`config.mk`:
```
export PLATFORM = sky130hd
export DESIGN_NAME = bus_mul_seq
export DESIGN_NICKNAME = d
export VERILOG_FILES = /design/src/rtl/bus_mul_seq.sv
export SDC_FILE = /design/constraint.sdc
export NUM_CORES = 1
export LEC_CHECK = 0
export ABC_AREA = 1
export CAP_MARGIN = 20
export CORE_MARGIN = 4
export CORE_UTILIZATION = 65
export CTS_CLUSTER_DIAMETER = 30
export DETAILED_ROUTE_END_ITERATION = 6
export GPL_TIMING_DRIVEN = 1
export PLACE_DENSITY_LB_ADDON = 0.05
export SYNTH_ARGS = -nofsm -noshare
export SYNTH_HDL_FRONTEND = slang
export SYNTH_SLANG_ARGS = --single-unit
```
`constraint.sdc`:
```
create_clock -name clk -period 3.43 [get_ports clk]
set_input_delay 1.029 -clock clk [delete_from_list [all_inputs] [get_ports clk]]
set_output_delay 1.029 -clock clk [all_outputs]
set_load 0.03 [all_outputs]
```
`src/rtl/bus_mul_seq.sv`:
```
// bus_mul_seq: parametrised radix-2 shift-add multiplier behind a byte-wide
// register bus. Operands A and B are written a byte at a time (MSB lane first),
// a start strobe launches an OP_W-step multiply, and the 2*OP_W-bit product is
// read back a byte at a time through a registered read port.
// OP_W must be a multiple of 8 in the range 8..64.
// Build option: define MUL_SIGNED_MODE_EN to add the signed_mode input and
// two's-complement multiplication; without it every operation is unsigned.

module bus_mul_seq #(
  parameter  int OP_W  = 16,
  localparam int NB    = OP_W / 8,
  localparam int SEL_W = (2 * NB > 2) ? $clog2(2 * NB) : 1
) (
  input  logic             clk,
  input  logic             rst_n,
  input  logic [7:0]       bus_in,
  input  logic             wr_en,
  input  logic [SEL_W-1:0] wr_sel,
  input  logic             start,
`ifdef MUL_SIGNED_MODE_EN
  input  logic             signed_mode,
`endif
  output logic             busy,
  output logic             done,
  input  logic [SEL_W-1:0] rd_sel,
  output logic [7:0]       bus_out
);

  localparam int ACC_W = 2 * OP_W + 1;
  localparam int CNT_W = $clog2(OP_W + 1);

  typedef enum logic [1:0] {
    IDLE,
    RUN,
    FIN
  } state_t;

  state_t            state_q, state_d;
  logic              busy_q, busy_d;
  logic              done_q, done_d;
  logic [OP_W-1:0]   a_q, a_d;
  logic [OP_W-1:0]   b_q, b_d;
  logic [OP_W-1:0]   mcand_q, mcand_d;
  logic [ACC_W-1:0]  acc_q, acc_d;
  logic [CNT_W-1:0]  cnt_q, cnt_d;
  logic [2*OP_W-1:0] result_q, result_d;
  logic              neg_q, neg_d;
  logic [7:0]        bus_out_q, bus_out_d;

  logic              idle;
  logic              wr_accept;
  logic [OP_W-1:0]   a_mag;
  logic [OP_W-1:0]   b_mag;
  logic              neg_launch;
  logic [OP_W:0]     add_sum;
  logic [ACC_W-1:0]  acc_step;
  logic [2*OP_W-1:0] product;

  assign idle      = (state_q == IDLE);
  assign wr_accept = wr_en && idle && (int'(wr_sel) < 2 * NB);
  assign product   = acc_q[2*OP_W-1:0];

  assign busy    = busy_q;
  assign done    = done_q;
  assign bus_out = bus_out_q;

  // Byte-lane writes into the operand registers; lane 0 of each operand is its MSB.
  always_comb begin
    a_d = a_q;
    b_d = b_q;
    if (wr_accept) begin
      for (int i = 0; i < NB; i++) begin
        if (wr_sel == SEL_W'(i))      a_d[(NB-1-i)*8 +: 8] = bus_in;
        if (wr_sel == SEL_W'(NB + i)) b_d[(NB-1-i)*8 +: 8] = bus_in;
      end
    end
  end

`ifdef MUL_SIGNED_MODE_EN
  // Signed launches iterate on magnitudes; the product sign is restored in FIN.
  always_comb begin
    a_mag      = a_q;
    b_mag      = b_q;
    neg_launch = 1'b0;
    if (signed_mode) begin
      if (a_q[OP_W-1]) a_mag = -a_q;
      if (b_q[OP_W-1]) b_mag = -b_q;
      neg_launch = a_q[OP_W-1] ^ b_q[OP_W-1];
    end
  end
`else
  // Unsigned-only build: operands feed the iteration unchanged.
  always_comb begin
    a_mag      = a_q;
    b_mag      = b_q;
    neg_launch = 1'b0;
  end
`endif

  // One radix-2 step: conditionally add the multiplicand into the upper half
  // (with a carry bit), then shift the accumulator right to retire a multiplier bit.
  always_comb begin
    add_sum = acc_q[ACC_W-1:OP_W] + {1'b0, mcand_q};
    if (acc_q[0]) acc_step = {add_sum, acc_q[OP_W-1:0]} >> 1;
    else          acc_step = acc_q >> 1;
  end

  // Control: launch from IDLE, OP_W iterations in RUN, publish result in FIN.
  always_comb begin
    state_d  = state_q;
    busy_d   = busy_q;
    done_d   = done_q;
    mcand_d  = mcand_q;
    acc_d    = acc_q;
    cnt_d    = cnt_q;
    result_d = result_q;
    neg_d    = neg_q;

    if (wr_accept) done_d = 1'b0;

    unique case (state_q)
      IDLE: begin
        if (start) begin
          state_d = RUN;
          busy_d  = 1'b1;
          done_d  = 1'b0;
          mcand_d = a_mag;
          acc_d   = {{(OP_W + 1){1'b0}}, b_mag};
          cnt_d   = CNT_W'(OP_W);
          neg_d   = neg_launch;
        end
      end
      RUN: begin
        acc_d = acc_step;
        cnt_d = cnt_q - CNT_W'(1);
        if (cnt_q == CNT_W'(1)) state_d = FIN;
      end
      FIN: begin
        result_d = neg_q ? (-product) : product;
        done_d   = 1'b1;
        busy_d   = 1'b0;
        state_d  = IDLE;
      end
      default: begin
        state_d = IDLE;
        busy_d  = 1'b0;
      end
    endcase
  end

  // Readback mux: result lane 0 is the MSB; out-of-range selects read as zero.
  always_comb begin
    bus_out_d = 8'h00;
    for (int i = 0; i < 2 * NB; i++) begin
      if (rd_sel == SEL_W'(i)) bus_out_d = result_q[(2*NB-1-i)*8 +: 8];
    end
  end

  // State and datapath registers; reset aborts any in-flight multiply.
  always_ff @(posedge clk or negedge rst_n) begin
    if (!rst_n) begin
      state_q   <= IDLE;
      busy_q    <= 1'b0;
      done_q    <= 1'b0;
      a_q       <= '0;
      b_q       <= '0;
      mcand_q   <= '0;
      acc_q     <= '0;
      cnt_q     <= '0;
      result_q  <= '0;
      neg_q     <= 1'b0;
      bus_out_q <= 8'h00;
    end else begin
      state_q   <= state_d;
      busy_q    <= busy_d;
      done_q    <= done_d;
      a_q       <= a_d;
      b_q       <= b_d;
      mcand_q   <= mcand_d;
      acc_q     <= acc_d;
      cnt_q     <= cnt_d;
      result_q  <= result_d;
      neg_q     <= neg_d;
      bus_out_q <= bus_out_d;
    end
  end

endmodule

```
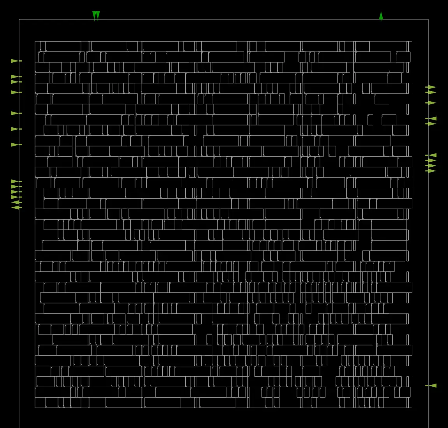
Run 1: cell outlines without signal wires
Well Taps: 129
Seq/total area: 44.8%
core footprint: 0.00933 sq mm
filler cell count: 678
Site Rows: 35

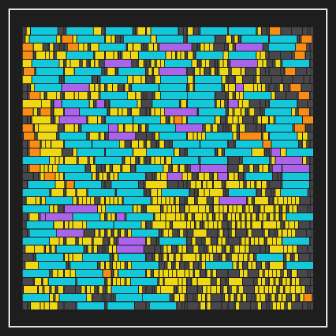
Run 1: cells coloured by class
Fill, decap, tap and diode cells in grey.
Key: registers = cyan [cells 129]; clock drivers and dummy loads = purple [cells 32]; remaining logic cells = yellow [cells 581]; remaining buffers and delay cells = orange [cells 30]
finished layout cell area: 0.00721 sq mm
final core occ: 77.3%

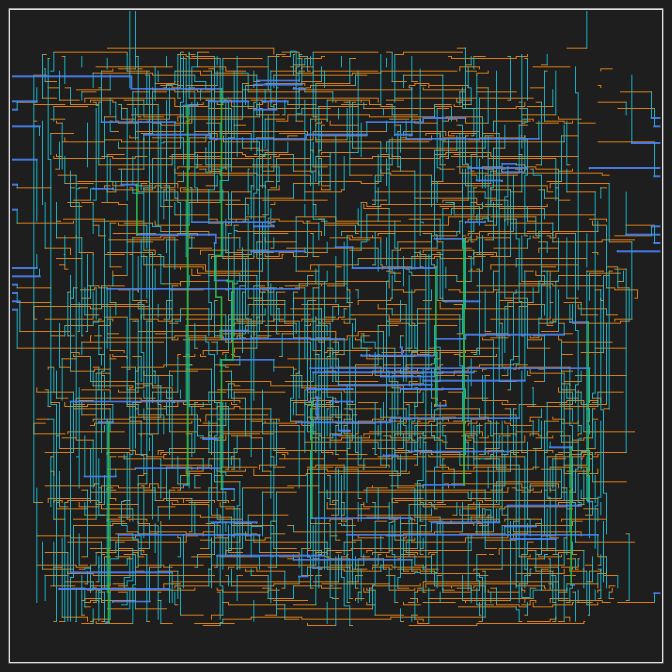
Run 1: routed metal, one colour a layer
Key: M4 = green [wire length 315 um]; M3 = blue [wire length 877 um]; M2 = cyan [wire length 6900 um]; M1 = orange [wire length 6530 um]
drt wl/cell: 16.2 um
vias: 5077
total track usage: 28.3%
Total Wirelength: 14600 um

==> impl_metrics.yaml, run 1 <==
# physical design summary
power_and_ir_drop:
  combPwrFrac_pct: 37.7
  peakVddDrop_v: 0.000584
  p_comb_w: 0.00276
  seqPwrFrac_pct: 37.3
  power_w: 0.00733
  p_per_area_mw_per_mm2: 1020
placement:
  placed_cells: 869
  pre_cts_ws_ns: 0.710
drt:
  top_layer: "met4"
  drt_iter0_drc: 334
  met2_length_um: 6900
  drt-met1-wl_um: 6530
  ant_nets: 0
sta:
  fin_setup_tns_ns: 0
  rsz0062_at_grt: "no"
  drv_slew: 0
  fin_ws_ns: 0.833
  finClkSkew_ns: 0.0189
  hold_viol_final: 0
  setup_violations: 0
  fin_hold_ws_ns: 0.484
critical_path:
  critical_path.endpoint: "busy"
  r2r_slack_ns: 1.41
  start_kind: "register"
  regToRegStartpoint: "mcand_q[0]"
yosys:
  ys.flop_type: "dfrtp_1"
  synth_cell_types: 33
  synth_chip_area_sq_mm: 0.00629
  syn-num-nets: 770
  synth_cells: 735
  yosysWarnings: 0
global_route:
  globalRouteMet1Util_pct: 40.2
  antenna_found_initial: 0
layout:
  sh_comb_area_pct: 35.7
  final-clk-cell-share_pct: 8.40
  final_cells: 901
  diodes: 0
  drive_gt1_share_pct: 11.1
clock_network:
  cts_root_buf: "clkbuf_8"
  cts_tree: "built"
  cts.sinks: 129
status:
  outcome: "finished, final reports clean"
flow_run:
  drv_cap: 0
  warnings: 27
floorplan:
  die_w_um: 106
==> run 1: layout by cell type, fill, tap and decap left out, types with 2 or more instances in the layout <==
cell type	count
a21oi_1	25
a221oi_1	3
a22oi_1	16
buf_4	5
bufinv_16	3
clkbuf_16	16
clkbuf_8	2
clkdlybuf4s50_1	24
clkinv_4	2
clkinvlp_4	4
dfrtp_1	129
ha_1	18
inv_1	86
inv_2	6
inv_6	4
nand2_1	243
nand3_1	29
nand3_4	4
nand3b_1	2
nand4_1	6
nor2_1	23
nor2_4	3
nor3_1	3
o21ai_0	39
o21ai_1	27
o21ai_2	32
o22ai_1	3
xor2_1	4
==> run 1 -> run 2 <==
--- a/config.mk
+++ b/config.mk
@@ -8,7 +8,7 @@
 export ABC_AREA = 1
 export CAP_MARGIN = 20
 export CORE_MARGIN = 4
-export CORE_UTILIZATION = 65
+export CORE_UTILIZATION = 61
 export CTS_CLUSTER_DIAMETER = 30
 export DETAILED_ROUTE_END_ITERATION = 6
 export GPL_TIMING_DRIVEN = 1
==> constraint.sdc (replaced) <==
create_clock -name clk -period 2.4 [get_ports clk]
set_input_delay 0.72 -clock clk [delete_from_list [all_inputs] [get_ports clk]]
set_output_delay 0.72 -clock clk [all_outputs]
set_load 0.03 [all_outputs]
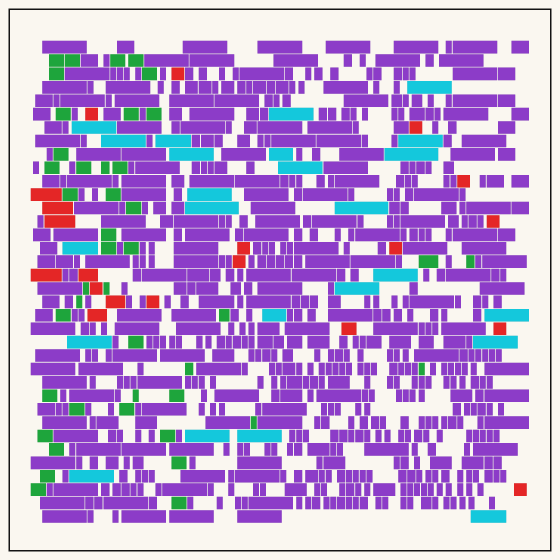
Run 2: drive-strength map
Key: x1 and smaller = purple [cells 689]; x3 and x4 = red [cells 20]; x2 = green [cells 43]; x6 and larger = cyan [cells 24]
finished layout cell area: 0.00723 sq mm
Setup WS post-layout: 0.131 ns
nonclk buf count: 35
Layout area overhead: 15.0%

==> run 2 against run 1 <==
Effect of this change:
- total power increased by 41%
- sequential share of layout area decreased by 0.15 points
- clock-buffer cell count increased by 3
- first-iteration DRC count increased by 14%
- critical endpoint is now done
- largest cell class unchanged
- highest routed layer unchanged
==> impl_metrics.yaml, run 2 <==
# physical design summary
placement:
  pre_cts_ws_ns: 0.188
floorplan:
  coreArea_sq_mm: 0.00991
  rows: 36
  die_w_um: 110
  tapCellCount: 133
clock_network:
  cts_tree: "built"
  cts.sinks: 129
  clkTransAtPathRegs_ns: 0.06
  cts_resized: 0
  cts_root_buf: "clkbuf_8"
drt:
  top_layer: "met4"
  drt_iter0_drc: 380
  drt-met1-wl_um: 6670
  met2_length_um: 6700
  ant_nets: 0
sta:
  setup_violations: 0
  drv_slew: 0
  hold_viol_final: 0
  fin_setup_tns_ns: 0
layout:
  drive_gt1_share_pct: 11.2
  lay_top_cells: "243 x nand2_1, 129 x dfrtp_1, 86 x inv_1"
  fill_cells: 771
  inverters: 92
  seq_area_share_pct: 44.6
  lay_top_count: "nand2_1"
  diodes: 0
yosys:
  syn-num-nets: 770
  synth_cells: 735
  yosysWarnings: 0
  topCombFamilyByArea: "simple AND/OR/NAND/NOR gates"
  ys.flop_type: "dfrtp_1"
  synth_cell_types: 33
global_route:
  antenna_found_initial: 0
  grt.overflow.total: 0
power_and_ir_drop:
  p_comb_w: 0.00396
  p_per_area_mw_per_mm2: 1430
  peakVddDrop_v: 0.000852
  combPwrFrac_pct: 38.3
  power_w: 0.0103
  seqPwrFrac_pct: 37.3
flow_run:
  drv_cap: 0
  warnings: 27
critical_path:
  critPathSlowestCell: "clkdlybuf4s50_1"
  start_kind: "register"
  critical_path.endpoint: "done"
  regToRegStartpoint: "mcand_q[0]"
  r2r_slack_ns: 0.36
status:
  outcome: "finished, final reports clean"
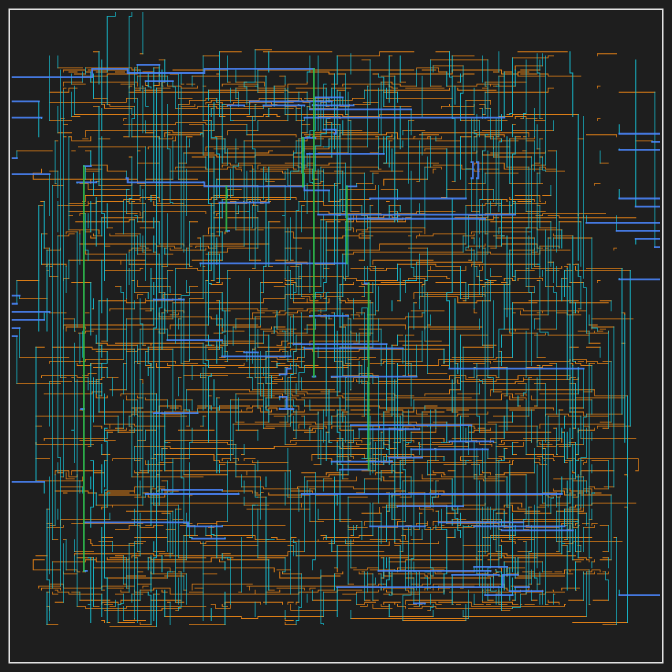
Run 2: routed metal, one colour a layer
Key: M2 = cyan [wire length 6700 um]; M1 = orange [wire length 6670 um]; M4 = green [wire length 180 um]; M3 = blue [wire length 849 um]
vias: 4938
total track usage: 26.6%
Total Wirelength: 14400 um
drt wl/cell: 15.8 um

==> run 2: through the flow <==
stage,instance area [sq um],std cells,hold slack (ns),util (%)
after floorplan,6290,735,0.424,-
after global placement,6660,878,0.459,67.2
after detailed placement,6660,878,0.460,67.2
after CTS,7230,909,0.128,73.0
after global routing,7230,909,0.152,73.0
final,7230,909,0.141,73.0
==> run 2: worst register-to-register path, stage by stage (launching register included) <==
cell     delay (ns)
dfrtp_1        0.39
ha_1           0.25
fa_1           0.39
nand2_1        0.10
nand2_1        0.08
and2_1         0.19
nand3_1        0.13
nand3_1        0.12
nand2_1        0.08
nand3_1        0.08
nand2_1        0.08
nand2_1        0.05
==> run 2 -> run 3 <==
--- a/config.mk
+++ b/config.mk
@@ -12,6 +12,7 @@
 export CTS_CLUSTER_DIAMETER = 30
 export DETAILED_ROUTE_END_ITERATION = 6
 export GPL_TIMING_DRIVEN = 1
+export HOLD_SLACK_MARGIN = 0.15
 export PLACE_DENSITY_LB_ADDON = 0.05
 export SYNTH_ARGS = -nofsm -noshare
 export SYNTH_HDL_FRONTEND = slang
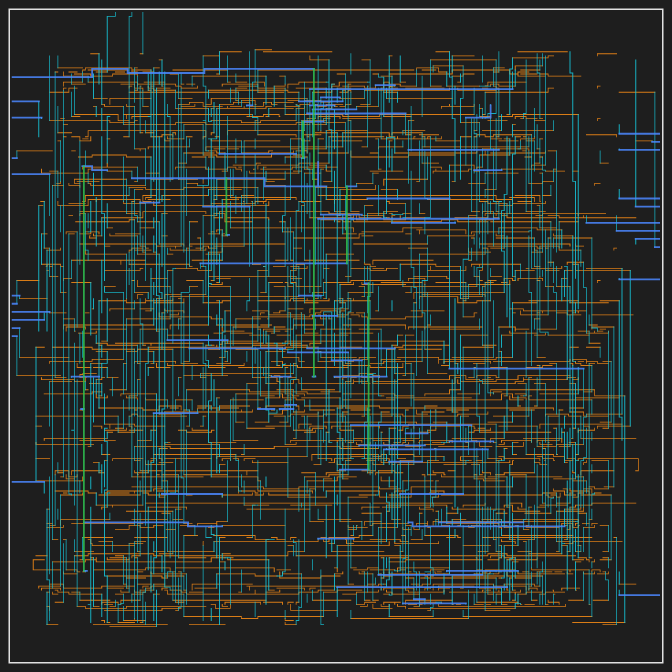
Run 3: routed metal, one colour a layer
Key: M4 = green [wire length 180 um]; M3 = blue [wire length 764 um]; M1 = orange [wire length 6740 um]; M2 = cyan [wire length 6680 um]
Total Wirelength: 14400 um
vias: 4935
total track usage: 26.6%

==> run 3 against run 2 <==
Effect of this change:
- maximum frequency shrank 0.29%
- hold slack better by 0.33 ns
- routed wire length fell by 0.22%
- highest routed layer unchanged
==> impl_metrics.yaml, run 3 <==
# physical design summary
sta:
  rsz0062_at_grt: "no"
  hold_viol_final: 0
  setup_violations: 0
  fin_setup_tns_ns: 0
  finClkSkew_ns: 0.0129
placement:
  placed_area_sq_mm: 0.00666
layout:
  final_cells: 910
  stdcell_area_sq_mm: 0.00724
  lay_top_count: "nand2_1"
  synthToLayoutAreaGrowth_pct: 15.2
yosys:
  syn-num-nets: 770
  yosysWarnings: 0
  synth_chip_area_sq_mm: 0.00629
floorplan:
  coreArea_sq_mm: 0.00991
  die_w_um: 110
  rows: 36
clock_network:
  cts_root_buf: "clkbuf_8"
  cts_resized: 0
critical_path:
  regToRegStartpoint: "mcand_q[0]"
  critPathSlowestCell: "clkdlybuf4s50_1"
power_and_ir_drop:
  p_comb_w: 0.00397
drt:
  drt-met1-wl_um: 6740
status:
  outcome: "finished, final reports clean"
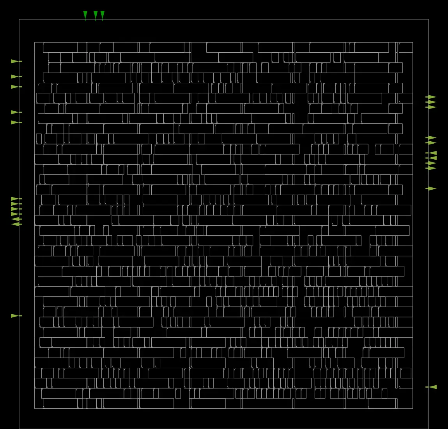
Run 3: cell outlines without signal wires
seq_cells: 129
Seq/total area: 44.6%
final core occ: 73.1%

==> run 3: cell count changes in the layout (fill, tap and decap cells not counted) <==
cell	change
dlygate4sd3_1	+1
==> run 3: worst max-delay path by stage <==
stage,from,end,slack [ns],depth (start not counted)
2_1_floorplan,mcand_q[0],acc_q[23],0.65,11
3_3_place_gp,start,acc_q[13],0.25,6
3_5_place_dp,start,acc_q[20],0.19,6
5_1_grt,done,done,0.07,1
6_report,done,done,0.12,1
4_1_cts,done,done,0.1,1
==> run 3: what timing repair did <==
item,4_1_cts,5_1_grt
hold endpoints to repair,26,0
setup endpoints to repair,0,0
hold buffers,1,0
==> run 3: final cells by class <==
type,instances,area share (%)
clock buffers,21,6.06
clock inverters,10,1.88
inverters,92,4.77
multi-input cells,489,35.5
flip-flops and latches,129,44.6
well taps,133,2.30
repair buffers,36,4.94
Power and IR drop assume default switching activity.
